`src/rtl/pc_adder_pkg.sv`:
```
// ============================================================================
// Module  : pc_adder_pkg
// Purpose : Shared constants and types for the PC-increment adder.
// Rev     : 1.0  initial release
// ============================================================================
`default_nettype none

package pc_adder_pkg;

  localparam int PC_WIDTH  = 32;
  localparam int PC_INC    = 4;
  localparam int CLA_GROUP = 4;

  typedef logic [PC_WIDTH-1:0] pc_t;

endpackage

`default_nettype wire

```
`src/rtl/cla_block4.sv`:
```
// ============================================================================
// Module  : cla_block4
// Purpose : 4-bit carry-lookahead block; exports group generate/propagate.
// Rev     : 1.0  initial release
// ============================================================================
`default_nettype none

module cla_block4 (
  input  logic [3:0] a,
  input  logic [3:0] k,
  input  logic       ci,
  output logic [3:0] s,
  output logic       gg,
  output logic       gp
);

  logic [3:0] w_g;
  logic [3:0] w_p;
  logic [3:0] w_c;

  assign w_g = a & k;
  assign w_p = a ^ k;

  // Each internal carry is a flat two-level expression of g/p and ci.
  assign w_c[0] = ci;
  assign w_c[1] = w_g[0] | (w_p[0] & ci);
  assign w_c[2] = w_g[1] | (w_p[1] & w_g[0]) | (w_p[1] & w_p[0] & ci);
  assign w_c[3] = w_g[2] | (w_p[2] & w_g[1]) | (w_p[2] & w_p[1] & w_g[0])
                | (w_p[2] & w_p[1] & w_p[0] & ci);

  assign s  = w_p ^ w_c;
  assign gg = w_g[3] | (w_p[3] & w_g[2]) | (w_p[3] & w_p[2] & w_g[1])
            | (w_p[3] & w_p[2] & w_p[1] & w_g[0]);
  assign gp = &w_p;

endmodule

`default_nettype wire

```
`src/rtl/adder_pc_no_offset.sv`:
```
// ============================================================================
// Module  : adder_pc_no_offset
// Purpose : Registered next-PC adder, sum = a + INC + cin, two-level CLA.
//           Optional macro ADDER_PC_OVF_EN adds a registered signed-overflow
//           output ovf.
// Rev     : 1.0  initial release
// ============================================================================
`default_nettype none

module adder_pc_no_offset
  import pc_adder_pkg::*;
#(
  parameter int WIDTH = PC_WIDTH,
  parameter int INC   = PC_INC
) (
  input  logic             clk,
  input  logic             rst_n,
  input  logic [WIDTH-1:0] a,
  input  logic             cin,
  output logic [WIDTH-1:0] sum,
  output logic             cout
`ifdef ADDER_PC_OVF_EN
  ,
  output logic             ovf
`endif
);

  localparam int              NB    = WIDTH / CLA_GROUP;
  localparam logic [WIDTH-1:0] c_inc = WIDTH'(INC);

  logic [NB-1:0]    w_grp_g;
  logic [NB-1:0]    w_grp_p;
  logic [NB:0]      w_blk_c;
  logic [WIDTH-1:0] w_s;
  logic [WIDTH-1:0] r_sum;
  logic             r_cout;

  // Carry into block j, fully expanded over all lower blocks (no ripple).
  function automatic logic block_carry(input logic [NB-1:0] g,
                                       input logic [NB-1:0] p,
                                       input logic          c0,
                                       input int            j);
    logic r;
    logic t;
    t = c0;
    for (int m = 0; m < NB; m++) begin
      if (m < j) t = t & p[m];
    end
    r = t;
    for (int i = 0; i < NB; i++) begin
      if (i < j) begin
        t = g[i];
        for (int m = 0; m < NB; m++) begin
          if ((m > i) && (m < j)) t = t & p[m];
        end
        r = r | t;
      end
    end
    return r;
  endfunction

  generate
    for (genvar j = 0; j < NB; j++) begin : g_blk
      cla_block4 u_cla (
        .a  (a[j*CLA_GROUP +: CLA_GROUP]),
        .k  (c_inc[j*CLA_GROUP +: CLA_GROUP]),
        .ci (w_blk_c[j]),
        .s  (w_s[j*CLA_GROUP +: CLA_GROUP]),
        .gg (w_grp_g[j]),
        .gp (w_grp_p[j])
      );
    end

    for (genvar j = 0; j <= NB; j++) begin : g_blk_carry
      assign w_blk_c[j] = block_carry(w_grp_g, w_grp_p, cin, j);
    end
  endgenerate

  always_ff @(posedge clk or negedge rst_n) begin
    if (!rst_n) begin
      r_sum  <= '0;
      r_cout <= 1'b0;
    end else begin
      r_sum  <= w_s;
      r_cout <= w_blk_c[NB];
    end
  end

  assign sum  = r_sum;
  assign cout = r_cout;

`ifdef ADDER_PC_OVF_EN
  logic w_c_msb;
  logic r_ovf;

  // Carry into the MSB recovered from the MSB sum bit: s = a ^ k ^ c.
  assign w_c_msb = a[WIDTH-1] ^ c_inc[WIDTH-1] ^ w_s[WIDTH-1];

  always_ff @(posedge clk or negedge rst_n) begin
    if (!rst_n) begin
      r_ovf <= 1'b0;
    end else begin
      r_ovf <= w_c_msb ^ w_blk_c[NB];
    end
  end

  assign ovf = r_ovf;
`endif

endmodule

`default_nettype wire

```
`config.mk`:
```
export PLATFORM = sky130hd
export DESIGN_NAME = adder_pc_no_offset
export DESIGN_NICKNAME = d
export VERILOG_FILES = /design/src/rtl/pc_adder_pkg.sv /design/src/rtl/cla_block4.sv /design/src/rtl/adder_pc_no_offset.sv
export SDC_FILE = /design/constraint.sdc
export NUM_CORES = 1
export LEC_CHECK = 0
export ABC_AREA = 1
export CAP_MARGIN = 25
export CELL_PAD_IN_SITES_DETAIL_PLACEMENT = 1
export CELL_PAD_IN_SITES_GLOBAL_PLACEMENT = 2
export CORE_MARGIN = 5
export CORE_UTILIZATION = 26
export CTS_CLUSTER_DIAMETER = 60
export DETAILED_ROUTE_END_ITERATION = 10
export HOLD_SLACK_MARGIN = 0.12
export PLACE_DENSITY = 0.9
export SETUP_SLACK_MARGIN = 0.05
export SYNTH_ARGS = -nofsm -noshare
export SYNTH_HDL_FRONTEND = slang
export SYNTH_SLANG_ARGS = --single-unit
```
`constraint.sdc`:
```
create_clock -name clk -period 0.8 [get_ports clk]
set_clock_uncertainty 0.1 [all_clocks]
set_input_delay 0.08 -clock clk [delete_from_list [all_inputs] [get_ports clk]]
set_output_delay 0.08 -clock clk [all_outputs]
set_load 0.01 [all_outputs]
```
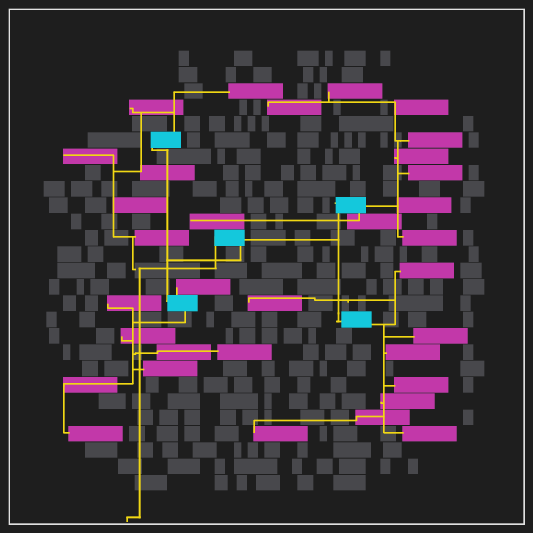
*Routed clock nets over the placement*
Drawn at 6 px/µm.
[magenta] flip-flops | count: 33
[yellow] clock wires | length: 473 µm
[cyan] clock-net drivers | count: 5
routed clock nets	6
power of the clock network: 1620 µW
clock share of power: 38.3%

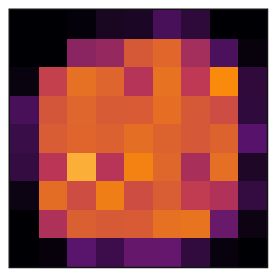
*Local utilization*
Drawn at 3 px/µm. 9 x 9 tiles, from black (low) to pale yellow (high), 0 to 100% covered.
mean over tiles	38%
fullest tile	83%
densest ninth of the die	center
emptiest ninth of the die	north-west
nearly empty tiles	15%
Post-Route Utilization: 51.9%
Initial Util: 26.8%
Core ar.: 5540 µm²

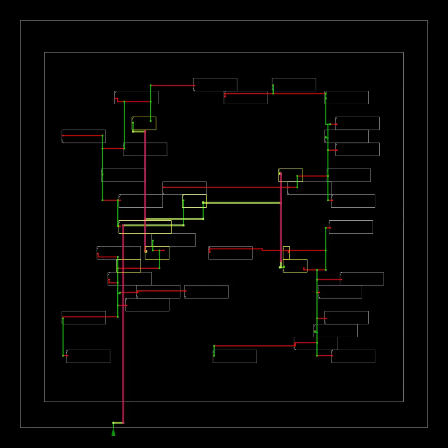
*The clock network*
number of flip-flops and latches: 33
clock sink count: 33
# clk buffers: 7
Num CTS Buffers: 5

==> impl.org <==
#+TITLE: Flow metrics

** Layout
- The most common logic cell in the final layout is sky130_fd_sc_hd__buf_4.
- Number of non-clock buffers in the layout :: 116
- Non-filler cells, final :: 331
- The layout summary lists the proportion of cells stronger than drive strength 1 as 58.7%.
- Antenna diode count :: 0
- Count of inverters not on the clock network in the layout :: 23
- The area taken by sequential standard cells is reported as 826 µm².
- The layout report lists the multi-input gate area as 797 µm².
- After layout the clock buffers and inverters come to 4.05% of cell area.
- The final layout report lists a filler cell count of 637.
- Of the total standard cell area in the layout, the multi-input combinational portion is 27.7%.
- Leaving out fill and tap cells, the most frequent cells in the layout are 43 x sky130_fd_sc_hd__buf_4, 33 x sky130_fd_sc_hd__dfrtp_1, 27 x sky130_fd_sc_hd__buf_2.
- Cell group occupying the most layout area :: buffers

** Logic synthesis
- Counting flops with a built-in enable in the synthesized netlist gives 0.
- The portion of synthesized area spent on multiplexers is 0%.
- Fraction of post-synthesis cell area in the top cell type by area :: 55.6%
- Netlist area before placement :: 1490 µm²
- Share of synthesized area occupied by flip-flops and latches :: 55.6%
- The synthesis report gives the async set-or-reset register share as 100%.
- Gate count of the mapped netlist :: 135
- During synthesis, Yosys emitted a total of 0 warnings.
- Area share of fa/ha/maj cells after synthesis :: 6.74%
- For reference, simple AND, OR, NAND and NOR cells occupy 20.3% of the area reported after synthesis.
- The main area contributors are sky130_fd_sc_hd__dfrtp_1 56%, sky130_fd_sc_hd__xor2_1 8.8%, sky130_fd_sc_hd__ha_1 6.7%.
- The most frequently used library cell after synthesis is sky130_fd_sc_hd__dfrtp_1.
- After synthesis, the most frequently instantiated cells are 33 x sky130_fd_sc_hd__dfrtp_1, 22 x sky130_fd_sc_hd__inv_1, 19 x sky130_fd_sc_hd__nand2_1.
- Area reported by Yosys stat :: 1490 µm²
- Among the non-sequential cells, simple AND/OR/NAND/NOR gates take the most area.
- The synthesis report names the predominant flop master as sky130_fd_sc_hd__dfrtp_1.
- Per the synthesis report, the number of distinct cell types is 19.
- When the netlist entered floorplanning its net count stood at 178.

** Clock network
- Buffers added to address setup during post-CTS repair amount to 13.
- Clock-pin slew on the worst setup and hold paths :: 0.07 ns
- The root buffer cell chosen for the clock tree is sky130_fd_sc_hd__clkbuf_8.
- The clock passes through at most 2 buffers.
- Hold-fix buffers, CTS :: 1
- The clock tree synthesis step divided the H-tree into 2 levels.
- CTS resizes :: 249

** Floorplan
- Count of pins on the block boundary :: 68
- Die Y-Extent :: 85.6 µm
- Horiz. Die Dim :: 85.6 µm
- During tapcell insertion the tool placed 72 well taps.
- Per the OpenROAD floorplan log, the area of the die is 7320 µm².

** Critical path
- Req. time, crit path :: 0.91 ns
- STA classifies the critical path endpoint as a register.
- According to the timing report, the critical path is launched from a[1].
- Crit-path most repeated cell :: sky130_fd_sc_hd__nand3_4
- The longest incremental delay of any stage on the critical path is reported as 0.19 ns.
- Among cell families on the critical path, the largest total delay comes from simple AND/OR/NAND/NOR gates.
- Type of the setup path with the least slack :: in -> reg
- Logic depth of the worst setup path including buffers :: 9
- Crit path buf inv count :: 1
- Series of cell instances along the critical path :: buf_6 -> nand3_4 -> nand2_4 -> nand3_4 -> nor2_8 -> nand4_1 -> nor2_4 -> ha_4 -> xor2_1
- On the critical path the data arrives at 1.23 ns.
- The slowest stage of the critical path is the sky130_fd_sc_hd__nand4_1 cell.
- The critical path ends at sum[29]$_DFF_PN0_.

** Pwr
- Total power density per cell area :: 1470 nW/µm²
- The share of total power dissipated in combinational logic is 18.9%.
- Comb group :: 798 µW
- The script computed the net switching share of total power as 23.7%.
- Power Internal :: 3220 µW
- Max VDD drop :: 863 µV
- The leakage component of the power was reported as 0.00148 µW.
- Group drawing the most power :: sequential cells
- Total design power :: 4210 µW
- For this design the total switching power over the nets is 999 µW.

** GRT
- Global-route wire length before repair :: 7.20 mm
- For this run, global-route usage on met2 was measured as 23.6%.
- met1 track demand over resource after global routing is 13.0%.
- Entering global routing, the biggest net connects 34 pins.
- GR Layer Usage met3 :: 3.75%
- Global routing used 12.8% of the available tracks.

** Hold path
- The worst hold path was traced through 2 stages.
- Worst-case hold path end point :: sum[0]$_DFF_PN0_
- Worst min-delay path category :: in -> reg

** Final timing
- Setup tns final :: -10.91 ns
- Final setup violation count :: 63
- Relative slew slack :: 85.5%
- In the post-route analysis, the smallest setup slack over all paths is -0.323 ns.
- After layout, the minimum clock period comes to 1.12 ns.
- The most critical hold endpoint after final layout shows a slack of -0.0689 ns.
- The final hold violation count recorded for this run is 6.
- Actual transition at the worst max-transition pin :: 0.216 ns
- Final worst-path cycle share :: 140%
- Unrepaired setup endpoints after global routing :: yes
- Based on the critical path, the design can be clocked at up to 0.891 GHz.
- For reference, the final report shows the max-slew violation count at 0.

** Placement
- As logged by OpenROAD, the buffers inserted on ports number 67.
- The post-placement cell area is 2560 µm².
- The congestion estimate from routability-driven global placement came to 0.684.
- Worst slack at placement :: -1.09 ns
- Counting tap cells, the placed design contains a total of 306 instances.
- Estimated wirelength of the detail-placed design :: 3.27 mm

** Detailed routing
- Total met2 wirelength after detailed routing :: 2.46 mm
- Total DRC errors in the routed layout :: 0
- Wire segments on met3 add up to 317 µm in the final route.
- DR WL/cell :: 13.2 µm
- After detailed routing, the wire length on met1 is 1.49 mm.
- Number of routed nets with antenna violations :: 0
- According to the report, the first pass of detailed routing completed in 2 iterations.
- The script logs the ratio of routed vias to standard cells as 4.07.
- Summing over every cut layer, the via total after detailed routing is 1347.

** Flow run
- The number of maximum-capacitance violations recorded for the run is 0.
- Number of warnings the tools reported :: 31

** Outcome
- Violations in the final reports :: negative hold slack, negative setup slack
- Status :: finished with violations
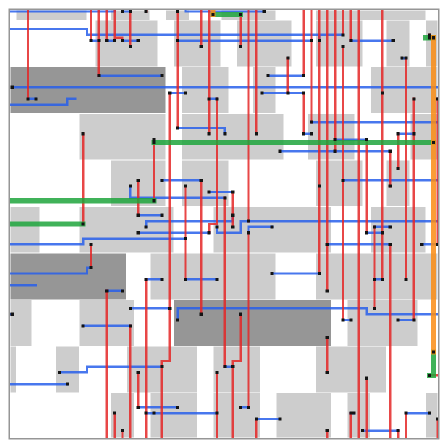
*Layout detail*
Window x 30 to 55, y 30 to 55 µm. Cells in gray, sequential cells in the stronger gray; small squares are vias.
color	layer
orange	M4
red	M2
green	M3
blue	M1
cells with their middle in the window	34
sequential cells in the window	3
most frequent	buf_4 (9)
netlist names of flops here include	sum (3)

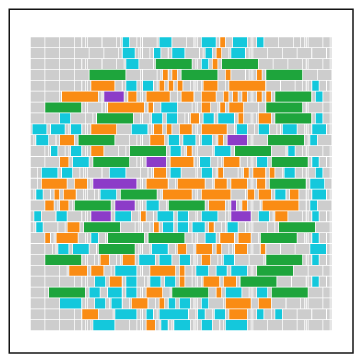
*Placed cells, one color a class*
Drawn at 4 px/µm. Fill, decap, tap and diode cells in gray.
color	class	cells
green	sequential cells	33
cyan	remaining buffers and delay cells	116
orange	remaining logic cells	102
purple	clock drivers and dummy loads	8
Cell Rows: 27
Seq area share: 28.7%
Design Area, Final: 2870 µm²

Power figures rest on the tool's default switching activity, not on a simulated workload.
